$ cat config.mk
export PLATFORM = sky130hd
export DESIGN_NAME = udm_uart_rx_autobaud_flat
export DESIGN_NICKNAME = d
export VERILOG_FILES = /design/src/rtl/udm_uart_pkg.sv /design/src/rtl/udm_uart_rx_autobaud_if.sv /design/src/rtl/udm_rx_filter.sv /design/src/rtl/udm_uart_rx_autobaud.sv /design/src/flat_wrapper.sv
export SDC_FILE = /design/constraint.sdc
export NUM_CORES = 1
export LEC_CHECK = 0
export CAP_MARGIN = 20
export CORE_MARGIN = 2
export CORE_UTILIZATION = 53
export DETAILED_ROUTE_END_ITERATION = 16
export HOLD_SLACK_MARGIN = 0.1
export PLACE_DENSITY_LB_ADDON = 0.12
export SYNTH_ARGS = -nofsm -noshare
export SYNTH_HDL_FRONTEND = slang
export SYNTH_SLANG_ARGS = --single-unit
$ cat constraint.sdc
create_clock -name clk_i -period 3.2 [get_ports clk_i]
set_input_delay 0.32 -clock clk_i [delete_from_list [all_inputs] [get_ports clk_i]]
set_output_delay 0.32 -clock clk_i [all_outputs]
set_load 0.05 [all_outputs]
$ cat src/rtl/udm_uart_pkg.sv
// Shared types and constants for the auto-baud UART receiver of the UDM debug path.
package udm_uart_pkg;

    typedef enum logic [2:0] {
        IDLE,
        MEASURE,
        START,
        DATA,
        STOP,
        BREAK
    } rx_state_t;

    // 0x55 sent LSB-first has falling edges at bit times 0,2,4,6,8: five edges span 8 bit periods.
    localparam logic [7:0]  SYNC_BYTE  = 8'h55;
    localparam int unsigned SYNC_EDGES = 5;
    localparam int unsigned SYNC_SHIFT = 3;

endpackage

$ cat src/rtl/udm_uart_rx_autobaud_if.sv
// Received-byte stream from the UART front-end to the UDM command decoder (no backpressure).
interface udm_uart_rx_autobaud_if;

    logic [7:0] data_o;
    logic       valid_o;
    logic       frame_err_o;

    modport master (output data_o, valid_o, frame_err_o);
    modport slave  (input  data_o, valid_o, frame_err_o);

endinterface

$ cat src/rtl/udm_rx_filter.sv
// 2-FF synchroniser plus glitch filter for the asynchronous rx pin; flags accepted falling edges.
module udm_rx_filter #(
    parameter int unsigned FILTER_LEN = 2
) (
    input  logic clk_i,
    input  logic rst_i,
    input  logic rx_i,
    output logic rxf_o,
    output logic fall_o
);

    localparam int unsigned FW = $clog2(FILTER_LEN + 1);

    logic [1:0]    sync;
    logic [FW-1:0] hold_cnt;

    always_ff @(posedge clk_i) begin
        if (rst_i) begin
            sync     <= '1;
            rxf_o    <= 1'b1;
            hold_cnt <= '0;
            fall_o   <= 1'b0;
        end else begin
            sync   <= {sync[0], rx_i};
            fall_o <= 1'b0;
            if (sync[1] == rxf_o) begin
                hold_cnt <= '0;
            end else if (hold_cnt == FW'(FILTER_LEN - 1)) begin
                // New level held for FILTER_LEN clocks: accept it.
                rxf_o    <= sync[1];
                hold_cnt <= '0;
                fall_o   <= ~sync[1];
            end else begin
                hold_cnt <= hold_cnt + 1'b1;
            end
        end
    end

endmodule

$ cat src/rtl/udm_uart_rx_autobaud.sv
// 8N1 UART receiver that learns its bit period from the 0x55 sync byte opening each debug session.
module udm_uart_rx_autobaud
    import udm_uart_pkg::*;
#(
    parameter int unsigned CNT_WIDTH  = 20,
    parameter int unsigned MIN_DIV    = 8,
    parameter int unsigned FILTER_LEN = 2
) (
    input  logic                     clk_i,
    input  logic                     rst_i,
    input  logic                     rx_i,
    input  logic                     resync_i,
    udm_uart_rx_autobaud_if.master   rx_if,
    output logic                     locked_o,
    output logic [CNT_WIDTH-1:0]     divider_o
);

    rx_state_t            state;
    logic [CNT_WIDTH-1:0] cnt;
    logic [2:0]           edges;
    logic [2:0]           bit_idx;
    logic [7:0]           shift;
    logic [7:0]           data_q;
    logic                 valid_q;
    logic                 ferr_q;
    logic                 rxf;
    logic                 fall;

    logic [CNT_WIDTH-1:0] measured;
    logic                 half_end;
    logic                 bit_end;

    udm_rx_filter #(
        .FILTER_LEN (FILTER_LEN)
    ) u_filter (
        .clk_i  (clk_i),
        .rst_i  (rst_i),
        .rx_i   (rx_i),
        .rxf_o  (rxf),
        .fall_o (fall)
    );

    assign measured = cnt >> SYNC_SHIFT;
    assign half_end = (cnt == (divider_o >> 1) - 1'b1);
    assign bit_end  = (cnt == divider_o - 1'b1);

    assign rx_if.data_o      = data_q;
    assign rx_if.valid_o     = valid_q;
    assign rx_if.frame_err_o = ferr_q;

    always_ff @(posedge clk_i) begin
        if (rst_i) begin
            state     <= IDLE;
            cnt       <= '0;
            edges     <= '0;
            bit_idx   <= '0;
            shift     <= '0;
            data_q    <= '0;
            valid_q   <= 1'b0;
            ferr_q    <= 1'b0;
            locked_o  <= 1'b0;
            divider_o <= '0;
        end else begin
            valid_q <= 1'b0;
            ferr_q  <= 1'b0;
            if (resync_i) begin
                locked_o <= 1'b0;
                state    <= BREAK;
            end else begin
                case (state)
                    IDLE: begin
                        if (fall) begin
                            // MEASURE counts the edge clock itself, so cnt tracks clocks since the first edge.
                            cnt     <= locked_o ? '0 : CNT_WIDTH'(1);
                            edges   <= 3'd1;
                            bit_idx <= '0;
                            state   <= locked_o ? START : MEASURE;
                        end
                    end
                    MEASURE: begin
                        if (cnt == '1) begin
                            state <= BREAK;
                        end else begin
                            cnt <= cnt + 1'b1;
                            if (fall) begin
                                edges <= edges + 1'b1;
                                if (edges == 3'(SYNC_EDGES - 1)) begin
                                    if (measured >= CNT_WIDTH'(MIN_DIV)) begin
                                        divider_o <= measured;
                                        locked_o  <= 1'b1;
                                    end
                                    state <= BREAK;
                                end
                            end
                        end
                    end
                    START: begin
                        if (half_end) begin
                            cnt     <= '0;
                            bit_idx <= '0;
                            state   <= rxf ? IDLE : DATA;
                        end else begin
                            cnt <= cnt + 1'b1;
                        end
                    end
                    DATA: begin
                        if (bit_end) begin
                            cnt     <= '0;
                            shift   <= {rxf, shift[7:1]};
                            bit_idx <= bit_idx + 1'b1;
                            if (bit_idx == 3'd7) begin
                                state <= STOP;
                            end
                        end else begin
                            cnt <= cnt + 1'b1;
                        end
                    end
                    STOP: begin
                        if (bit_end) begin
                            cnt <= '0;
                            if (rxf) begin
                                data_q  <= shift;
                                valid_q <= 1'b1;
                                state   <= IDLE;
                            end else begin
                                ferr_q <= 1'b1;
                                state  <= BREAK;
                            end
                        end else begin
                            cnt <= cnt + 1'b1;
                        end
                    end
                    BREAK: begin
                        if (rxf) begin
                            state <= IDLE;
                        end
                    end
                    default: state <= IDLE;
                endcase
            end
        end
    end

endmodule
$ cat src/flat_wrapper.sv
// flat-port wrapper written by rule: the top's interface ports become plain ports
module udm_uart_rx_autobaud_flat import udm_uart_pkg::*;
#(
    parameter int unsigned CNT_WIDTH  = 20,
    parameter int unsigned MIN_DIV    = 8,
    parameter int unsigned FILTER_LEN = 2
)
  (clk_i, rst_i, rx_i, resync_i, locked_o, divider_o, rx_if_data_o, rx_if_valid_o, rx_if_frame_err_o);
  udm_uart_rx_autobaud_if rx_if_i ();
  input  logic clk_i;
  input  logic rst_i;
  input  logic rx_i;
  input  logic resync_i;
  output logic locked_o;
  output logic [CNT_WIDTH-1:0] divider_o;
  output wire logic [$bits(rx_if_i.data_o)-1:0] rx_if_data_o;
  output wire logic [$bits(rx_if_i.valid_o)-1:0] rx_if_valid_o;
  output wire logic [$bits(rx_if_i.frame_err_o)-1:0] rx_if_frame_err_o;
  assign rx_if_data_o = rx_if_i.data_o;
  assign rx_if_valid_o = rx_if_i.valid_o;
  assign rx_if_frame_err_o = rx_if_i.frame_err_o;
  udm_uart_rx_autobaud #(.CNT_WIDTH(CNT_WIDTH), .MIN_DIV(MIN_DIV), .FILTER_LEN(FILTER_LEN)) u_core (.clk_i(clk_i), .rst_i(rst_i), .rx_i(rx_i), .resync_i(resync_i), .rx_if(rx_if_i), .locked_o(locked_o), .divider_o(divider_o));
endmodule
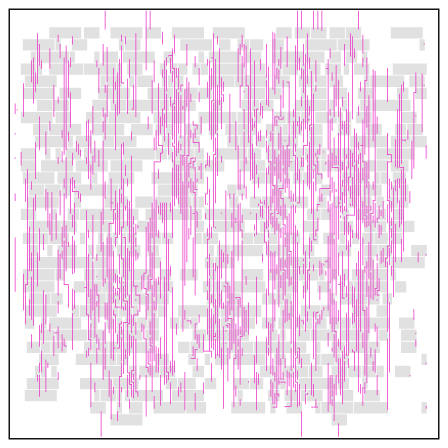
Fig. 1. Met2 routing (run 1).
nets with wire on the layer = 509
longest straight run = 40.1 um
wire length on this layer = 5640 um
share of all routed wire = 50%
main direction = vertical

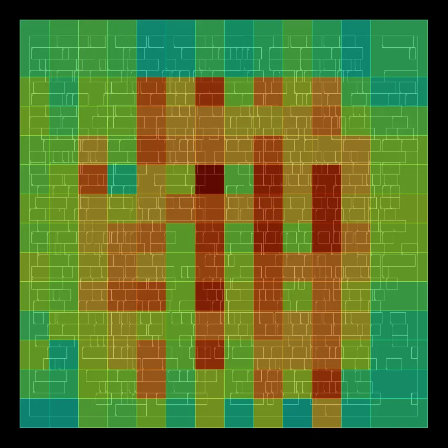
Fig. 2. Routing congestion (run 1).
Finished Core Util: 66.4%
global routing usage on met3: 5.01%
wire per inst: 16.2 um
Overall Global Routing Usage: 25.9%
routing layer with the top usage in global route: met2

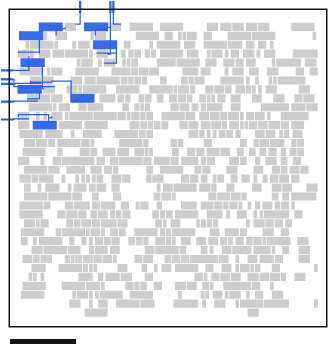
Fig. 3. Nets reached from selected ports (run 1).
The bar under the picture is 20 um long.
blue -> `rx_if_data_o`  # direction output, edge 5 west, 3 north, end cells 8, buffers 8, wire 169 um

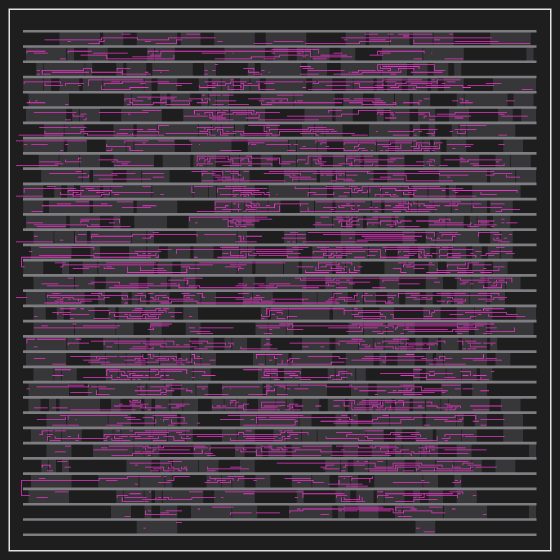
Fig. 4. Signal wires on met1 (run 1).
Supply wires on this layer in gray.
nets with wire on the layer = 559
wire length on this layer = 5100 um

## run 1: cells in the mapped netlist (all sizes together) (9+ instances only)
| cell | n | area, sq um |
|---|---|---|
| nand4 | 13 | 81.3 |
| a31oi | 11 | 68.8 |
| nand2b | 16 | 100 |
| xor2 | 23 | 201 |
| xnor2 | 22 | 193 |
| dfxtp | 71 | 1420 |
| nand3 | 16 | 80.1 |
| o21ai | 9 | 45.0 |
| nor4 | 16 | 106 |
| mux2i | 40 | 400 |
| buf | 17 | 97.6 |
| nor3 | 19 | 123 |
| inv | 16 | 60.1 |
| a21oi | 20 | 100 |
| nand2 | 31 | 124 |
| clkbuf | 35 | 131 |
| nor2 | 59 | 221 |
==> design notes, run 1 <==
Data arrival time of the critical path: 3.38 ns. The cell sitting at the root of the clock tree is a sky130_fd_sc_hd__clkbuf_8. The count of clock tree sinks was 71; the global-route met2 utilization was 44.7%. The cell count after synthesis came out at 546. Per the final layout report, the fraction of cells sized above drive strength 1 comes to 18.2%. The sequential group power is 898 uW, and the required time of the critical path is 3.41 ns. In the floorplan report the effective utilization is 54.9%.

In this run the deepest clock path goes through 2 buffers. The critical path crosses 10 cells after its start point. Clock transition time at the flip-flop clock pins of the worst setup and hold paths: 0.10 ns. The global route stage reports its total congestion overflow as 0.

The run gives 0 as the number of antenna violations at the first check in global routing. Setup repair after global routing could not meet its margin everywhere. Input and output buffers added on the ports amount to 31. The portion of the layout cell area used by clock cells was 3.35%; the flop share of the area was 26.4%. Of the total synthesized cell area, the portion taken by AND, OR, NAND and NOR gates is 25.2%. The number of buffers and inverters on the critical path is 1.

The launch point of the worst register-to-register path is recorded as u_core.divider_o[6]$_SDFFE_PP0P_. After floorplanning, the core was divided into 33 placement rows. Looking at the reg2reg group, the worst path ends at u_core.cnt[6]$_SDFFE_PP0P_.

Transition time of the tightest slew-check pin: 0.559 ns. The terminating pin of the worst hold path is u_core.u_filter.hold_cnt[0]$_SDFF_PP0_. Per the area breakdown, the dominant cell category is multi-input combinational cells. The worst path meets setup with 0.0351 ns of slack.

Worst setup path category: register to register. In the power breakdown, the internal column shows 1230 uW. The wire length on met1 came out at 5100 um. The tools report the quantity of gates resized following cts as 1.

The maximum single-stage delay on the critical path came out at 0.56 ns. The run gives 0.00927 sq mm as the area of the chip. The iteration-0 DRC count of the detailed router came out at 226. The worst setup path is captured at a register.

The run finished with clean final reports. Wires add up to 11300 um. From synthesis to final layout, the design area changed by 20.9%. Max-slew headroom at the worst pin: 62.5%. The minimum setup slack after placement is 0.0116 ns. The net count of the finished layout is 602. Cell with the largest stage delay on the worst path: sky130_fd_sc_hd__or4_4.

The power report attributes to the combinational group a share of 6.8%. The H-tree was split into 3 levels. Width of the chip: 96.3 um. The run gives 52.9% as the relative contribution of sequential cells to total power. The tools report the first element of the critical path as u_core.divider_o[6]$_SDFFE_PP0P_. The run gives 16.4% for the compound-cell area share of the yosys netlist. The proportion of cell area occupied by multi-input gates is 53.5%. The group that draws the most power in this run is registers. With the final-layout fill cell count at 689, the final-report max-slew violation count is 0.

TritonCTS built the clock tree. The number of cells traversed by the worst hold path is 1, and the cell count of the worst reg-to-reg path is 10. Across all hold checks on the routed design, the worst slack comes to 0.429 ns. For the iteration count of the initial detailed-routing pass, the log shows 4. Post-synth the commonest register cell is sky130_fd_sc_hd__dfxtp_1.

For the final database, setup skew stands at 0.0172 ns. The flow reports an fmax of 316 MHz. Wire segments on met3 add up to 498 um in the final route.
Fig. 5: run 1, sequential cells colored by netlist name
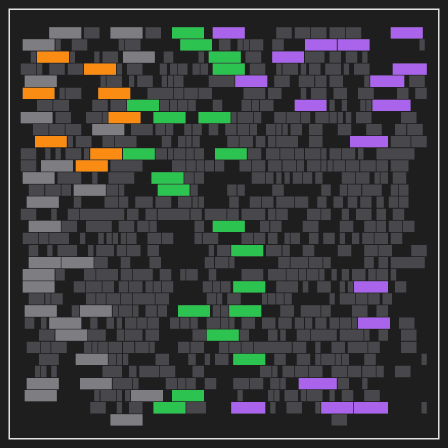

==> inputs of run 2 (changes only) <==
--- a/config.mk
+++ b/config.mk
@@ -6,8 +6,10 @@
 export NUM_CORES = 1
 export LEC_CHECK = 0
 export CAP_MARGIN = 20
+export CORE_ASPECT_RATIO = 1.1
 export CORE_MARGIN = 2
-export CORE_UTILIZATION = 53
+export CORE_UTILIZATION = 61
+export CTS_BUF_LIST = sky130_fd_sc_hd__clkbuf_4
 export DETAILED_ROUTE_END_ITERATION = 16
 export HOLD_SLACK_MARGIN = 0.1
 export PLACE_DENSITY_LB_ADDON = 0.12
==> constraint.sdc (replaced) <==
create_clock -name clk_i -period 3.17 [get_ports clk_i]
set_input_delay 0.317 -clock clk_i [delete_from_list [all_inputs] [get_ports clk_i]]
set_output_delay 0.317 -clock clk_i [all_outputs]
set_load 0.05 [all_outputs]
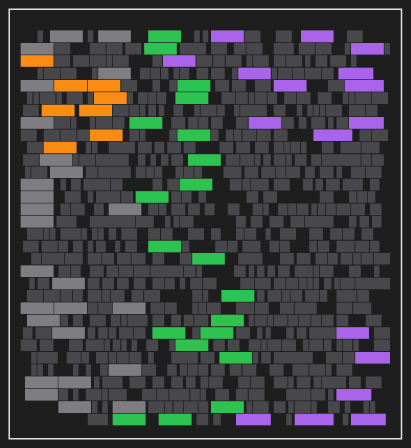
Fig. 6. Sequential cells colored by netlist name (run 2).
orange -> `u_core.shift`  # flops 8, where north-west
purple -> `u_core.divider_o`  # flops 17
green -> `u_core.cnt`  # flops 20

==> design notes, run 2 <==
The flow ran to the end, but the final reports show violations. The final reports fail on setup timing. The run gives 72 as the count of different cell masters after synthesis. The net switching power in the latest report is 469 uW. Setup repair after global routing could not meet its margin everywhere.

The number of buffers and inverters on the critical path is 1 (unchanged). The kind of cell adding the most delay to the critical path is simple AND/OR/NAND/NOR gates. The flop share of the area works out to 26.2% (-0.19 points). With the minimum setup slack after placement at -0.103 ns (-0.114 ns), the iteration-0 DRC count of the detailed router is 166 (-27%). The power group with the largest share was registers. The root buffer cell chosen for the clock tree is sky130_fd_sc_hd__clkbuf_4. The run gives 31 (unchanged) for the count of input and output buffers. The clock skew came out at 0.0195 ns (+0.00231 ns). For the final layout net count, the log shows 609 (+1.2%). The final-layout fill cell count came out at 533 (-23%).

The total internal power is 1120 uW (-8.6%), and the minimum clock period after layout is 3.21 ns. For the cell total after placement, the log shows 668. Yosys reports that the most numerous cell types are sky130_fd_sc_hd__dfxtp_1 (71), sky130_fd_sc_hd__nor2_1 (59), sky130_fd_sc_hd__mux2i_1 (40). The path class of the tightest hold or removal check is primary input to register. The tools report the number of antenna violations at the first check in global routing as 0 (unchanged). The class occupying the most area after layout is reported as multi-input combinational cells. The power report attributes to the clock group a share of 35.2%.

Among all cell types in the netlist, the one instantiated most often is sky130_fd_sc_hd__dfxtp_1. With the final weighted congestion in routability-driven placement at 0.915, the area of the chip is 0.00810 sq mm (-13%). The run gives 312 MHz (-1.3%) for the highest achievable clock rate.

The post-route worst setup slack is -0.0364 ns (-0.0716 ns), and the compound-cell area share of the yosys netlist is 16.4% (unchanged). Simple-gate area share of the yosys netlist: 25.2% (unchanged). The die height was 94.2 um; the final clock period utilization by the worst path was 101%. The combined global-route utilization of all metal layers is 29.4% (+3.4 points). The max-slew headroom at the worst pin is 37.5% (-25 points), and the hold-fix buffer count after cts is 0. The cell with the largest stage delay on the worst path was sky130_fd_sc_hd__or4_4. The average wire per standard cell was 17.1 um (+5.7%); the clock transition time at the flip-flop clock pins of the worst setup and hold paths was 0.14 ns (+0.04 ns).

The power share of the combinational group was 7.8% (+1.0 points). The total clock network power came out at 559 uW. The row count was 32 (-3.0%); the number of setup violations in the final report was 5.

The total overflow reported by the global router is 0 (unchanged), and the multi-input combinational cell count is 409. The final-report max-slew violation count is 0 (unchanged). With the sequential cell count at 71, the required time of the critical path is 3.53 ns (+0.12 ns). The relative contribution of sequential cells to total power is 57.1% (+4.2 points), and the width of the chip is 86 um (-11%). The portion of the layout cell area used by clock cells works out to 2.37% (-0.98 points). The worst slack on hold paths is 0.432 ns (+0.00322 ns).

The run gives 63.7% (+8.8 points) for the pre-placement core utilization. With the count of clock tree sinks at 71 (unchanged), the top cell type's share of synthesized area is 31.5% (unchanged). The buffer depth of the longest clock path is 2 (unchanged). The transition time of the tightest slew-check pin is 0.930 ns (+0.371 ns), and the maximum level of the CTS H-tree is 3 (unchanged). Buffers added to address setup during post-CTS repair amount to 0.

With the share of layout cells above drive strength 1 at 20.9% (+2.8 points), the maximum fanout along the worst path is 5. The maximum single-stage delay on the critical path works out to 0.55 ns (about the same). For this run, the leading register cell type out of synthesis is sky130_fd_sc_hd__dfxtp_1.

Per the run report, area growth between synthesis and finish was 21.9%. The sequential group power is 908 uW (+1%). By instance count after routing, the leading logic cell types are sky130_fd_sc_hd__dfxtp_1 (62), sky130_fd_sc_hd__nor2_1 (59), sky130_fd_sc_hd__buf_4 (56).

Worst setup path category: register to register. TritonCTS built the clock tree. The synthesized design contains 71 register bits.

The logs give 11800 um (+3.7%) for the wire length after detailed routing and 77.6% (+11 points) for the final design utilization. The run gives 3.57 ns (+0.19 ns) for the data arrival time of the critical path. The run gives 9 (+8) for the quantity of gates resized following cts.

Of all cell types, the one taking the most synthesized area is sky130_fd_sc_hd__dfxtp_1. After Yosys synthesis, XOR and XNOR cells account for 8.74% of the synthesized area. The number of flip-flops under the largest register name works out to 20. Post-synthesis cell count: 546 (unchanged).

The iteration count of the initial detailed-routing pass is 5 (+1). After synthesis, the design contains 546 cells according to Yosys. The main area contributors are sky130_fd_sc_hd__dfxtp_1 (32%), sky130_fd_sc_hd__mux2i_1 (8.9%), sky130_fd_sc_hd__nor2_1 (4.9%). The via density per instance was 6.22. The part of the Yosys area used for sequential elements came out at 31.5%. STA classifies the critical path endpoint as a register. The tools report the sort of element at the start of the critical path as a register. The proportion of cell area occupied by multi-input gates came out at 54.0% (+0.58 points).
==> run 2: worst paths after layout <==
check | depth (start not counted) | endpoint | startpoint
worst max-delay path | 10 | u_core.bit_idx[1]$_SDFFE_PP0P_ | u_core.divider_o[7]$_SDFFE_PP0P_
worst min-delay path | 2 | u_core.u_filter.sync[0]$_SDFF_PP1_ | rx_i
worst max register to register | 10 | u_core.bit_idx[1]$_SDFFE_PP0P_ | u_core.divider_o[7]$_SDFFE_PP0P_
worst min register to register | 1 | u_core.u_filter.hold_cnt[0]$_SDFF_PP0_ | u_core.u_filter.hold_cnt[0]$_SDFF_PP0_
==> run 2: per-layer routing <==
layer,vias up,wire [um],GRT usage [%]
met4,0,384,12.8
li1,2071,-,-
met3,33,507,5.54
met5,-,0,0
met1,2045,4900,34.4
met2,121,5980,51.7
Power and IR drop assume default switching activity.
